<file path="config.mk">
export PLATFORM = sky130hd
export DESIGN_NAME = decode
export DESIGN_NICKNAME = d
export VERILOG_FILES = /design/src/rtl/decode_pkg.sv /design/src/rtl/decode_scoreboard.sv /design/src/rtl/decode.sv
export SDC_FILE = /design/constraint.sdc
export NUM_CORES = 1
export LEC_CHECK = 0
export CORE_UTILIZATION = 35
export DETAILED_ROUTE_END_ITERATION = 8
export PLACE_DENSITY = 0.68
export SLEW_MARGIN = 20
export SYNTH_ARGS = -nofsm -noshare
export SYNTH_HDL_FRONTEND = slang
export SYNTH_SLANG_ARGS = --single-unit
</file>
<file path="constraint.sdc">
create_clock -name clk -period 5.6 [get_ports clk]
set_input_delay 1.12 -clock clk [delete_from_list [all_inputs] [get_ports clk]]
set_output_delay 1.12 -clock clk [all_outputs]
set_load 0.05 [all_outputs]
</file>
<file path="src/rtl/decode_pkg.sv">
// decode_pkg: shared constants for the RV32I decode stage.
//   - address / instruction sizes (MSB index, as used by fetch)
//   - register index width
//   - major opcode constants and the instruction-class encoding
package decode_pkg;

  localparam int ADDR_SIZE  = 31;
  localparam int INSTR_SIZE = 31;
  localparam int CLS_W      = 4;
  localparam int REG_W      = 5;

  localparam logic [6:0] OPC_LUI    = 7'b0110111;
  localparam logic [6:0] OPC_AUIPC  = 7'b0010111;
  localparam logic [6:0] OPC_JAL    = 7'b1101111;
  localparam logic [6:0] OPC_JALR   = 7'b1100111;
  localparam logic [6:0] OPC_BRANCH = 7'b1100011;
  localparam logic [6:0] OPC_LOAD   = 7'b0000011;
  localparam logic [6:0] OPC_STORE  = 7'b0100011;
  localparam logic [6:0] OPC_OP_IMM = 7'b0010011;
  localparam logic [6:0] OPC_OP     = 7'b0110011;
  localparam logic [6:0] OPC_SYSTEM = 7'b1110011;

  typedef enum logic [CLS_W-1:0] {
    CLS_LUI     = 4'd0,
    CLS_AUIPC   = 4'd1,
    CLS_JAL     = 4'd2,
    CLS_JALR    = 4'd3,
    CLS_BRANCH  = 4'd4,
    CLS_LOAD    = 4'd5,
    CLS_STORE   = 4'd6,
    CLS_OP_IMM  = 4'd7,
    CLS_OP      = 4'd8,
    CLS_SYSTEM  = 4'd9,
    CLS_ILLEGAL = 4'd15
  } instr_class_e;

  // funct3 values for which OP_IMM is a shift and instr[30] selects SRAI.
  function automatic logic is_shift_imm(input logic [2:0] f3);
    return (f3 == 3'b001) || (f3 == 3'b101);
  endfunction

endpackage

</file>
<file path="src/rtl/decode_scoreboard.sv">
// decode_scoreboard: one busy bit per architectural register.
//   clk, reset            : clock, asynchronous active-high reset
//   i_set_en, i_set_rd    : mark a register busy (issued writer)
//   i_rel_valid, i_rel_rd : release a register (writer retired/squashed)
//   i_rs1, i_rs2          : source indices to query
//   o_rs1_busy/o_rs2_busy : busy state with this cycle's release bypassed
module decode_scoreboard
  import decode_pkg::*;
#(
  parameter int NUM_REGS = 32
) (
  input  logic             clk,
  input  logic             reset,
  input  logic             i_set_en,
  input  logic [REG_W-1:0] i_set_rd,
  input  logic             i_rel_valid,
  input  logic [REG_W-1:0] i_rel_rd,
  input  logic [REG_W-1:0] i_rs1,
  input  logic [REG_W-1:0] i_rs2,
  output logic             o_rs1_busy,
  output logic             o_rs2_busy
);

  logic [NUM_REGS-1:0] r_busy;
  logic [NUM_REGS-1:0] w_busy_eff;
  logic [NUM_REGS-1:0] w_busy_nxt;

  // Release is applied first so that a same-cycle set of the same index wins.
  // Bit 0 is forced clear: x0 is never a hazard.
  always_comb begin
    w_busy_eff = r_busy;
    if (i_rel_valid) w_busy_eff[i_rel_rd] = 1'b0;
    w_busy_eff[0] = 1'b0;
    w_busy_nxt = w_busy_eff;
    if (i_set_en) w_busy_nxt[i_set_rd] = 1'b1;
    w_busy_nxt[0] = 1'b0;
  end

  always_ff @(posedge clk or posedge reset) begin
    if (reset) r_busy <= '0;
    else       r_busy <= w_busy_nxt;
  end

  assign o_rs1_busy = w_busy_eff[i_rs1];
  assign o_rs2_busy = w_busy_eff[i_rs2];

endmodule

</file>
<file path="src/rtl/decode.sv">
// decode: second pipeline stage. Decodes an RV32I instruction from fetch into
// a registered bundle for execute, blocking RAW hazards with a scoreboard.
//   clk, reset           : clock, asynchronous active-high reset
//   in_instr/in_PC       : instruction beat from fetch, valid on in_valid
//   stall_out            : combinational stall to fetch (beat not consumed)
//   flush                : squash the held bundle, refuse this beat
//   ex_stall             : execute cannot take a new bundle
//   out_*                : registered decoded bundle, valid on out_valid
//   rel_valid/rel_rd     : scoreboard release from writeback
module decode
  import decode_pkg::*;
#(
  parameter int NUM_REGS = 32,
  parameter int CLASS_W  = CLS_W
) (
  input  logic                  clk,
  input  logic                  reset,
  input  logic [INSTR_SIZE:0]   in_instr,
  input  logic [ADDR_SIZE:0]    in_PC,
  input  logic                  in_valid,
  output logic                  stall_out,
  input  logic                  flush,
  input  logic                  ex_stall,
  output logic                  out_valid,
  output logic [ADDR_SIZE:0]    out_PC,
  output logic [CLASS_W-1:0]    out_class,
  output logic [2:0]            out_funct3,
  output logic                  out_alt,
  output logic [REG_W-1:0]      out_rs1,
  output logic [REG_W-1:0]      out_rs2,
  output logic [REG_W-1:0]      out_rd,
  output logic                  out_rd_write,
  output logic [31:0]           out_imm,
  input  logic                  rel_valid,
  input  logic [REG_W-1:0]      rel_rd
);

  instr_class_e        w_class;
  logic                w_uses_rs1;
  logic                w_uses_rs2;
  logic                w_has_rd;
  logic                w_alt;
  logic [31:0]         w_imm;
  logic [REG_W-1:0]    w_rs1;
  logic [REG_W-1:0]    w_rs2;
  logic [REG_W-1:0]    w_rd;
  logic                w_rd_write;
  logic                w_rs1_busy;
  logic                w_rs2_busy;
  logic                w_hazard;
  logic                w_hold;
  logic                w_accept;
  logic                w_set_en;

  logic                r_valid;
  logic [ADDR_SIZE:0]  r_pc;
  logic [CLASS_W-1:0]  r_class;
  logic [2:0]          r_funct3;
  logic                r_alt;
  logic [REG_W-1:0]    r_rs1;
  logic [REG_W-1:0]    r_rs2;
  logic [REG_W-1:0]    r_rd;
  logic                r_rd_write;
  logic [31:0]         r_imm;

  // Combinational decode. Every legal major opcode ends in 2'b11, so any
  // other low pair falls to the ILLEGAL default, as does an unknown opcode.
  always_comb begin
    w_class    = CLS_ILLEGAL;
    w_uses_rs1 = 1'b0;
    w_uses_rs2 = 1'b0;
    w_has_rd   = 1'b0;
    w_alt      = 1'b0;
    w_imm      = 32'd0;
    if (in_instr[1:0] == 2'b11) begin
      case (in_instr[6:0])
        OPC_LUI: begin
          w_class  = CLS_LUI;
          w_has_rd = 1'b1;
          w_imm    = {in_instr[31:12], 12'b0};
        end
        OPC_AUIPC: begin
          w_class  = CLS_AUIPC;
          w_has_rd = 1'b1;
          w_imm    = {in_instr[31:12], 12'b0};
        end
        OPC_JAL: begin
          w_class  = CLS_JAL;
          w_has_rd = 1'b1;
          w_imm    = {{11{in_instr[31]}}, in_instr[31], in_instr[19:12],
                      in_instr[20], in_instr[30:21], 1'b0};
        end
        OPC_JALR: begin
          w_class    = CLS_JALR;
          w_uses_rs1 = 1'b1;
          w_has_rd   = 1'b1;
          w_imm      = {{20{in_instr[31]}}, in_instr[31:20]};
        end
        OPC_BRANCH: begin
          w_class    = CLS_BRANCH;
          w_uses_rs1 = 1'b1;
          w_uses_rs2 = 1'b1;
          w_imm      = {{19{in_instr[31]}}, in_instr[31], in_instr[7],
                        in_instr[30:25], in_instr[11:8], 1'b0};
        end
        OPC_LOAD: begin
          w_class    = CLS_LOAD;
          w_uses_rs1 = 1'b1;
          w_has_rd   = 1'b1;
          w_imm      = {{20{in_instr[31]}}, in_instr[31:20]};
        end
        OPC_STORE: begin
          w_class    = CLS_STORE;
          w_uses_rs1 = 1'b1;
          w_uses_rs2 = 1'b1;
          w_imm      = {{20{in_instr[31]}}, in_instr[31:25], in_instr[11:7]};
        end
        OPC_OP_IMM: begin
          w_class    = CLS_OP_IMM;
          w_uses_rs1 = 1'b1;
          w_has_rd   = 1'b1;
          w_alt      = is_shift_imm(in_instr[14:12]) & in_instr[30];
          w_imm      = {{20{in_instr[31]}}, in_instr[31:20]};
        end
        OPC_OP: begin
          w_class    = CLS_OP;
          w_uses_rs1 = 1'b1;
          w_uses_rs2 = 1'b1;
          w_has_rd   = 1'b1;
          w_alt      = in_instr[30];
        end
        OPC_SYSTEM: begin
          w_class  = CLS_SYSTEM;
          w_has_rd = 1'b1;
          w_imm    = {{20{in_instr[31]}}, in_instr[31:20]};
        end
        default: ;
      endcase
    end
  end

  // Index fields are zeroed when the format does not carry them, so the
  // scoreboard queries x0 (never busy) for unused sources.
  assign w_rs1      = w_uses_rs1 ? in_instr[19:15] : '0;
  assign w_rs2      = w_uses_rs2 ? in_instr[24:20] : '0;
  assign w_rd       = w_has_rd   ? in_instr[11:7]  : '0;
  assign w_rd_write = w_has_rd && (w_rd != '0);

  decode_scoreboard #(
    .NUM_REGS (NUM_REGS)
  ) u_sb (
    .clk         (clk),
    .reset       (reset),
    .i_set_en    (w_set_en),
    .i_set_rd    (w_rd),
    .i_rel_valid (rel_valid),
    .i_rel_rd    (rel_rd),
    .i_rs1       (w_rs1),
    .i_rs2       (w_rs2),
    .o_rs1_busy  (w_rs1_busy),
    .o_rs2_busy  (w_rs2_busy)
  );

  assign w_hazard  = in_valid && ((w_uses_rs1 && w_rs1_busy) ||
                                  (w_uses_rs2 && w_rs2_busy));
  assign w_hold    = r_valid && ex_stall;
  assign stall_out = w_hazard || w_hold;

  // Flush refuses the beat even when it is otherwise acceptable, so the
  // scoreboard is only set for beats that really enter the pipeline.
  assign w_accept = in_valid && !w_hazard && !w_hold && !flush;
  assign w_set_en = w_accept && w_rd_write;

  // ---- bundle register: decode -> execute boundary ----
  always_ff @(posedge clk or posedge reset) begin
    if (reset) begin
      r_valid    <= 1'b0;
      r_pc       <= '0;
      r_class    <= CLASS_W'(CLS_ILLEGAL);
      r_funct3   <= '0;
      r_alt      <= 1'b0;
      r_rs1      <= '0;
      r_rs2      <= '0;
      r_rd       <= '0;
      r_rd_write <= 1'b0;
      r_imm      <= '0;
    end else if (flush) begin
      r_valid <= 1'b0;
    end else if (w_hold) begin
      r_valid <= r_valid;
    end else if (w_accept) begin
      r_valid    <= 1'b1;
      r_pc       <= in_PC;
      r_class    <= CLASS_W'(w_class);
      r_funct3   <= in_instr[14:12];
      r_alt      <= w_alt;
      r_rs1      <= w_rs1;
      r_rs2      <= w_rs2;
      r_rd       <= w_rd;
      r_rd_write <= w_rd_write;
      r_imm      <= w_imm;
    end else begin
      r_valid <= 1'b0;
    end
  end

`ifdef SIMULATE
  always @(posedge clk) begin
    if (!reset && w_accept)
      $display("%0t decode: PC=%h class=%0d instr=%h", $time, in_PC, w_class, in_instr);
  end
`endif

  assign out_valid    = r_valid;
  assign out_PC       = r_pc;
  assign out_class    = r_class;
  assign out_funct3   = r_funct3;
  assign out_alt      = r_alt;
  assign out_rs1      = r_rs1;
  assign out_rs2      = r_rs2;
  assign out_rd       = r_rd;
  assign out_rd_write = r_rd_write;
  assign out_imm      = r_imm;

endmodule

</file>
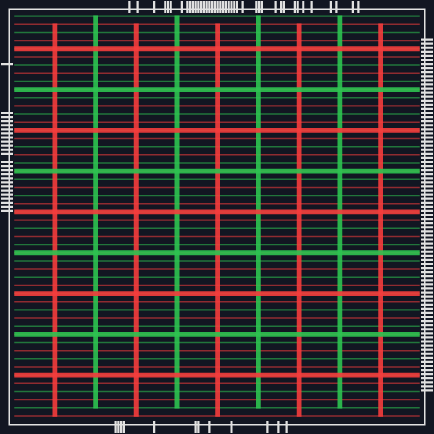
run_1/floorplan.png
Drawn at 3 px/um. Pins as bars on the die edge.
net	colour
VDD	green
VSS	red
met1 rails	50
met5 straps	9
signal pins	165
rows	49

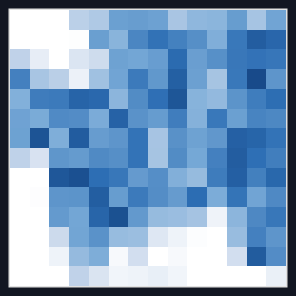
run_1/util_map.png
Drawn at 2 px/um. 14 x 14 tiles, from white (low) to dark blue (high), 0 to 100% covered.
densest ninth of the die	right middle
mean over tiles	46%
tiles over 75% full	12%
fullest tile	89%
nearly empty tiles	15%

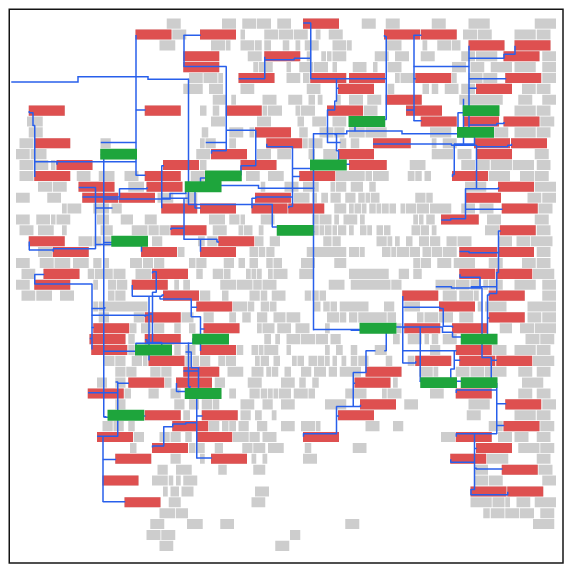
run_1/clock_wires.png
Drawn at 4 px/um.
[clock wires] blue | length: 1,660 um
[flip-flops] red | count: 120
[clock-net drivers] green | count: 17
routed clock nets	18
flops lie	widely spread

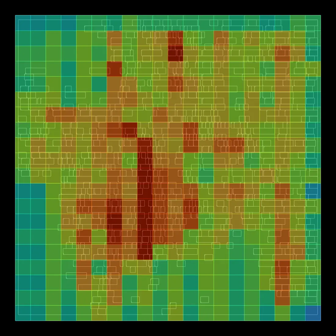
run_1/congestion_map.png
grt met2 use: 31.74%
wire per inst: 18.90 um

==> run notes, run 1 <==
Implementation numbers.

- The flow ran to the end, and the final reports show no timing, DRC or antenna violations.
- According to the timing report, the data required time at the worst endpoint equals 4480 ps.
- The total length of routed wires is 18.99 mm.
- The endpoint identified for the worst register-to-register timing path is out_imm[10]$_DFFE_PP0P_.
- The critical path's slowest cell is clkdlybuf4s50_1.
- The combinational cell power is 672 uW.
- The critical path in this run is classified as input port to primary output.
- Logic depth along the worst register-to-register path is recorded as 9.
- The via count of the first global-routing pass is 5,481.
- The timing report lists the critical path depth as 10 cells.
- The number of cells reported by Yosys stat comes to 595.
- Per the GRT congestion report, total overflow comes to 0.
- The sink count of the clock tree is 120.
- The global-route wire length before repair is 30.65 mm.
- The primary flip-flop cell chosen by synthesis mapping is dfrtp_1.
- The detailed router put a total of 8.647 mm of wire on met1.
- By instance count after routing, the leading logic cell type is clkdlybuf4s50_1.
- The area share of buffers outside the clock network is 20.62%.
- Cell internal power was estimated by the tool at 1.871 mW.
- After its last routability iteration, the placer logged a weighted congestion of 0.9143.
- The number of violations of the max-capacitance limit is 0.
- Per the OpenROAD floorplan log, the width of the die is 138.0 um.
- The final setup skew is 9.750 ps.
- The initial antenna violation count is 0.
- Summed over its instances, the top area cell type makes up 44.81% of the synthesized netlist area.
- The number of ports placed on the die boundary is 165.
- The biggest cell delay along the critical path is 640 ps.
- The complex-gate fraction of the synthesized area is 16.15%.
- In this run the layout overhead on the synthesized area is reported as 38.81%.
- The worst setup path is launched from an input port.
- The number of vias after detailed routing is 5,424.
- The adder-cell share of the synthesized area is 0%.
- The type of the worst min-delay path is flip-flop to flip-flop.
- The post-detailed-placement half-perimeter wirelength is 13.81 mm.
- The ratio of final minimum period to clock period is 90.02%.
- The power drawn by the clock network is 1.08 mW.
- The worst slew margin relative to its limit is 52.10%.
==> inputs of run 2 (changes only) <==
--- a/config.mk
+++ b/config.mk
@@ -8,6 +8,7 @@
 export CORE_UTILIZATION = 35
 export DETAILED_ROUTE_END_ITERATION = 8
 export PLACE_DENSITY = 0.68
+export SKIP_CTS_REPAIR_TIMING = 1
 export SLEW_MARGIN = 20
 export SYNTH_ARGS = -nofsm -noshare
 export SYNTH_HDL_FRONTEND = slang
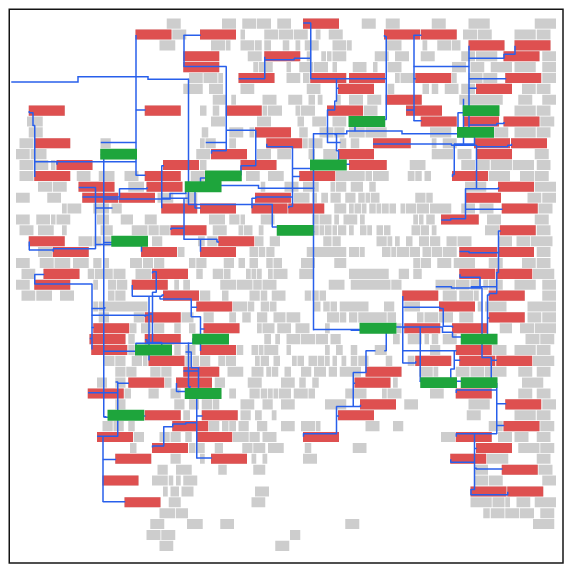
run_2/clock_wires.png
Drawn at 4 px/um.
[flip-flops] red | count: 120
[clock wires] blue | length: 1,660 um
[clock-net drivers] green | count: 17
routed clock nets	18
flops lie	widely spread
clock network fraction of design power: 39.7%
clock latency of the later-clocked register in the worst-skew pair: 420 ps
skew final: 9.750 ps

==> run 2 against run 1 <==
  * Sequential share of layout area unchanged
  * Worst hold slack is the same
  * Synthesized cell count unchanged
  * Wire length did not move
  * Clock skew did not move
  * Synthesized area did not move
  * Critical endpoint unchanged
==> run notes, run 2 <==
Implementation numbers.

- The initial antenna violation count is 0 (unchanged).
- The XOR/XNOR share of the synthesized area is 0.4056%.
- The detailed-routed wire length on met3 is 1.342 mm.
- The number of violations of the max-capacitance limit is 0 (unchanged).
- For reference, the most critical setup path is categorized as input port to primary output.
- The required time of the critical path is 4480 ps (about the same).
- The ratio of final minimum period to clock period is 90.02% (unchanged).
- The commonest cells after synthesis are 116 x dfrtp_1, 48 x mux2i_1, 43 x inv_1.
- The biggest cell delay along the critical path is 640 ps (about the same).
- The total iterations of the first detailed-routing run is 5.
- The cell total in the yosys stat output came to 595 (unchanged).
- The adder-cell share of the synthesized area is 0% (unchanged).
- The pre-CTS setup check shows a worst slack of 574.5 ps.
- The flow ran to the end, and the final reports show no timing, DRC or antenna violations.
- The power drawn by the clock network is 1.08 mW (about the same).
- The via count of the first global-routing pass came to 5,481 (unchanged).
- The critical path's slowest cell is clkdlybuf4s50_1.
- The average wire length per cell after detail routing is 18.90 um (unchanged).
- STA classifies the critical path startpoint as an input port.
- The measured slew at the worst slew-check pin is 718.5 ps.
- The complex-gate fraction of the synthesized area is 16.15% (unchanged).
- The post-detailed-placement half-perimeter wirelength is 13.81 mm (unchanged).
- The number of cells on the critical path is 10 (unchanged).
- For the worst reg-to-reg path, the endpoint reported by OpenROAD is out_imm[10]$_DFFE_PP0P_.
- The design internal power is 1.871 mW (unchanged).
- The routing usage on met2 is 31.74% (unchanged).
- The area added between synthesis and finish was 38.81% (unchanged).
- The sink count of the clock tree came to 120 (unchanged).
- The sum of routed wire segments on met1 is 8.647 mm (unchanged).
- The worst hold slack is 499.8 ps.
- The tightest min-delay check is of the flip-flop to flip-flop type.
- The number of ports placed on the die boundary is 165 (unchanged).
- The met1 routing resource usage after global routing is 27.13%.
- The overall die width came to 138.0 um (unchanged).
- The post-synthesis cell type count is 61.
- The residual overflow from global routing was 0 (unchanged).
- The area share of the leading cell type in the synthesized netlist is 44.81% (unchanged).
- The combinational cell power is 672 uW (about the same).
- The length in cells of the worst reg-to-reg path is 9 (unchanged).
- The data arrival time of the critical path is 3920 ps.
- The most instantiated logic cell after routing is clkdlybuf4s50_1.
- The global-route wire length before repair is 30.65 mm (unchanged).
- The area share of buffers outside the clock network was 20.62% (unchanged).
- Once layout is done, the placed cells without fillers occupy 8991 um^2.
- The worst slew margin relative to its limit is 52.10% (unchanged).
- Counting the buffers created by CTS gives 17.
- Counting endpoints that fail hold in the final report gives 0.
- Per the synth stats, the flop cell with the highest instance count is dfrtp_1.
- Buffers placed on the I/O ports in this run total 164.
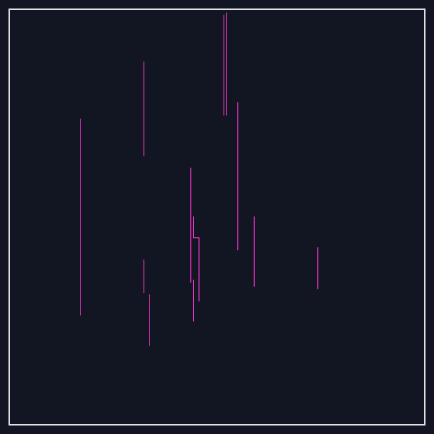
run_2/m4.png
Drawn at 3 px/um.
main direction	vertical
share of all routed wire	1.9%
nets with wire on the layer	9
longest straight run	65.3 um
total via count after detailed routing: 5,424
WL final: 18.99 mm

==> inputs of run 3 (changes only) <==
--- a/config.mk
+++ b/config.mk
@@ -6,6 +6,7 @@
 export NUM_CORES = 1
 export LEC_CHECK = 0
 export CORE_UTILIZATION = 35
+export CTS_BUF_LIST = sky130_fd_sc_hd__clkbuf_8 sky130_fd_sc_hd__clkbuf_16
 export DETAILED_ROUTE_END_ITERATION = 8
 export PLACE_DENSITY = 0.68
 export SKIP_CTS_REPAIR_TIMING = 1
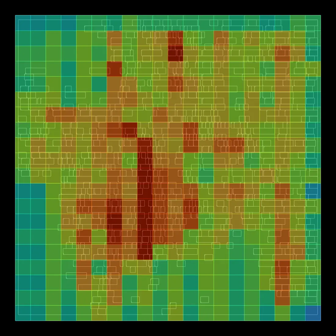
run_3/congestion_map.png
final design utilization: 49.88%
total track usage: 20.32%

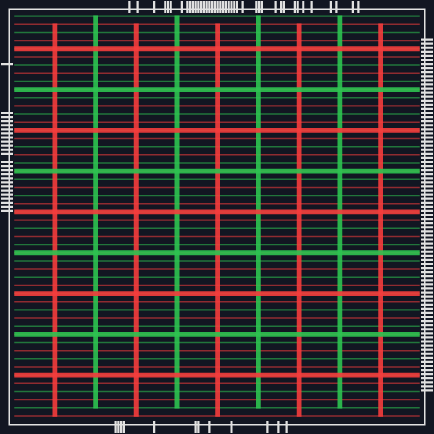
run_3/floorplan.png
Drawn at 3 px/um. Pins as bars on the die edge.
net	colour
VSS	red
VDD	green
signal pins	165
met5 straps	9
core area: 18,020 um^2
die span in y: 138.0 um
die width: 138.0 um
largest voltage drop on the vdd net: 295.6 uV

==> run 3 against run 2 <==
  * Worst hold slack stayed put
  * Combinational power hardly changed
  * Synthesized cell count stayed put
  * Design area stayed put
  * Synthesized area stayed put
  * Worst setup slack stayed put
  * Die area stayed put
  * Highest routed layer unchanged
==> run notes, run 3 <==
Implementation numbers.

- The number of vias after detailed routing is 5,424 (unchanged).
- The total length of routed wires was 18.99 mm (unchanged).
- The XOR/XNOR share of the synthesized area is 0.4056% (unchanged).
- The flow ran to the end, and the final reports show no timing, DRC or antenna violations.
- The average wire length per cell after detail routing was 18.90 um (unchanged).
- The number of cells on the critical path came to 10 (unchanged).
- The critical path in this run is classified as input port to primary output.
- The simple-gate share of the synthesized area is 10.95%.
- The measured slew at the worst slew-check pin is 718.5 ps (unchanged).
- The cell total in the yosys stat output is 595 (unchanged).
- The combinational cell power came to 672 uW (about the same).
- The launching element type of the critical path is an input port.
- The clock network fraction of total power is 39.7% (about the same).
- The most instantiated logic cell after routing is clkdlybuf4s50_1.
- The count of buffers from port buffering is 164 (unchanged).
- The detailed-routed wire length on met3 came to 1.342 mm (unchanged).
- The post-synthesis cell type count is 61 (unchanged).
- The multi-input logic cell count is 395.
- The area share of buffers outside the clock network is 20.62% (unchanged).
- The biggest cell delay along the critical path came to 640 ps (about the same).
- The non-clock inverters instantiated in the layout total 43.
- The combinational cell area excluding buffers and inverters is 3088 um^2.
- The design internal power was 1.871 mW (unchanged).
- The post-detailed-placement half-perimeter wirelength was 13.81 mm (unchanged).
- The final setup skew is 9.750 ps (unchanged).
- The launch point of the worst path is rel_valid.
- The cell type taking the most area is multi-input combinational cells.
- The root cell of the clock tree is clkbuf_16.
- The data arrival time of the critical path came to 3920 ps (about the same).
- The residual overflow from global routing came to 0 (unchanged).
- By instance count, the leading cell after synthesis is dfrtp_1.
- Of all cell types, the one taking the most synthesized area is dfrtp_1.
- The complex-gate fraction of the synthesized area is 16.15% (unchanged).
- The primary flip-flop cell chosen by synthesis mapping is dfrtp_1.
- The ratio of final minimum period to clock period is 90.02% (unchanged).
- Warnings reported by Yosys during synthesis add up to 0.
- The length in cells of the worst reg-to-reg path is 9 (unchanged).
- The adder-cell share of the synthesized area is 0% (unchanged).
- The worst slew margin relative to its limit is 52.10% (unchanged).
- The critical path's slowest cell is clkdlybuf4s50_1.
- The clock latency at the later pin of the worst-skew pair came to 420 ps (about the same).
- The total iterations of the first detailed-routing run came to 5 (unchanged).
- The core utilization at floorplan is 35.94%.
- Checking hold timing, the worst path is listed with class flip-flop to flip-flop.
- The synthesized net count is 670.
- Yosys mapped a number of flops with a built-in enable equal to 0.
- The sink count of the clock tree is 120 (unchanged).
- The met3 routing resource usage after global routing is 5.715%.
- The TritonCTS buffer count was 17 (unchanged).
- Of all power groups, the one with the highest power is clock.
- The global-route wire length before repair is 30.65 mm (unchanged).
- The sum of routed wire segments on met1 came to 8.647 mm (unchanged).
- The final design instance area without fill is 8991 um^2 (unchanged).
- The end of the worst register-to-register path is out_imm[10]$_DFFE_PP0P_.
- Total power for the finished layout comes to 2.727 mW.
- The initial antenna violation count is 0 (unchanged).
- The required time of the critical path is 4480 ps (about the same).
- The number of violations of the max-capacitance limit is 0 (unchanged).
- The worst hold slack is 499.8 ps (unchanged).
- The via count of the first global-routing pass is 5,481 (unchanged).
- The routing usage on met2 is 31.74% (unchanged).
- The commonest cells after synthesis are 116 x dfrtp_1, 48 x mux2i_1, 43 x inv_1.
- The power drawn by the clock network was 1.08 mW (about the same).
No activity file was given, so power comes from the tool's default toggle rates.
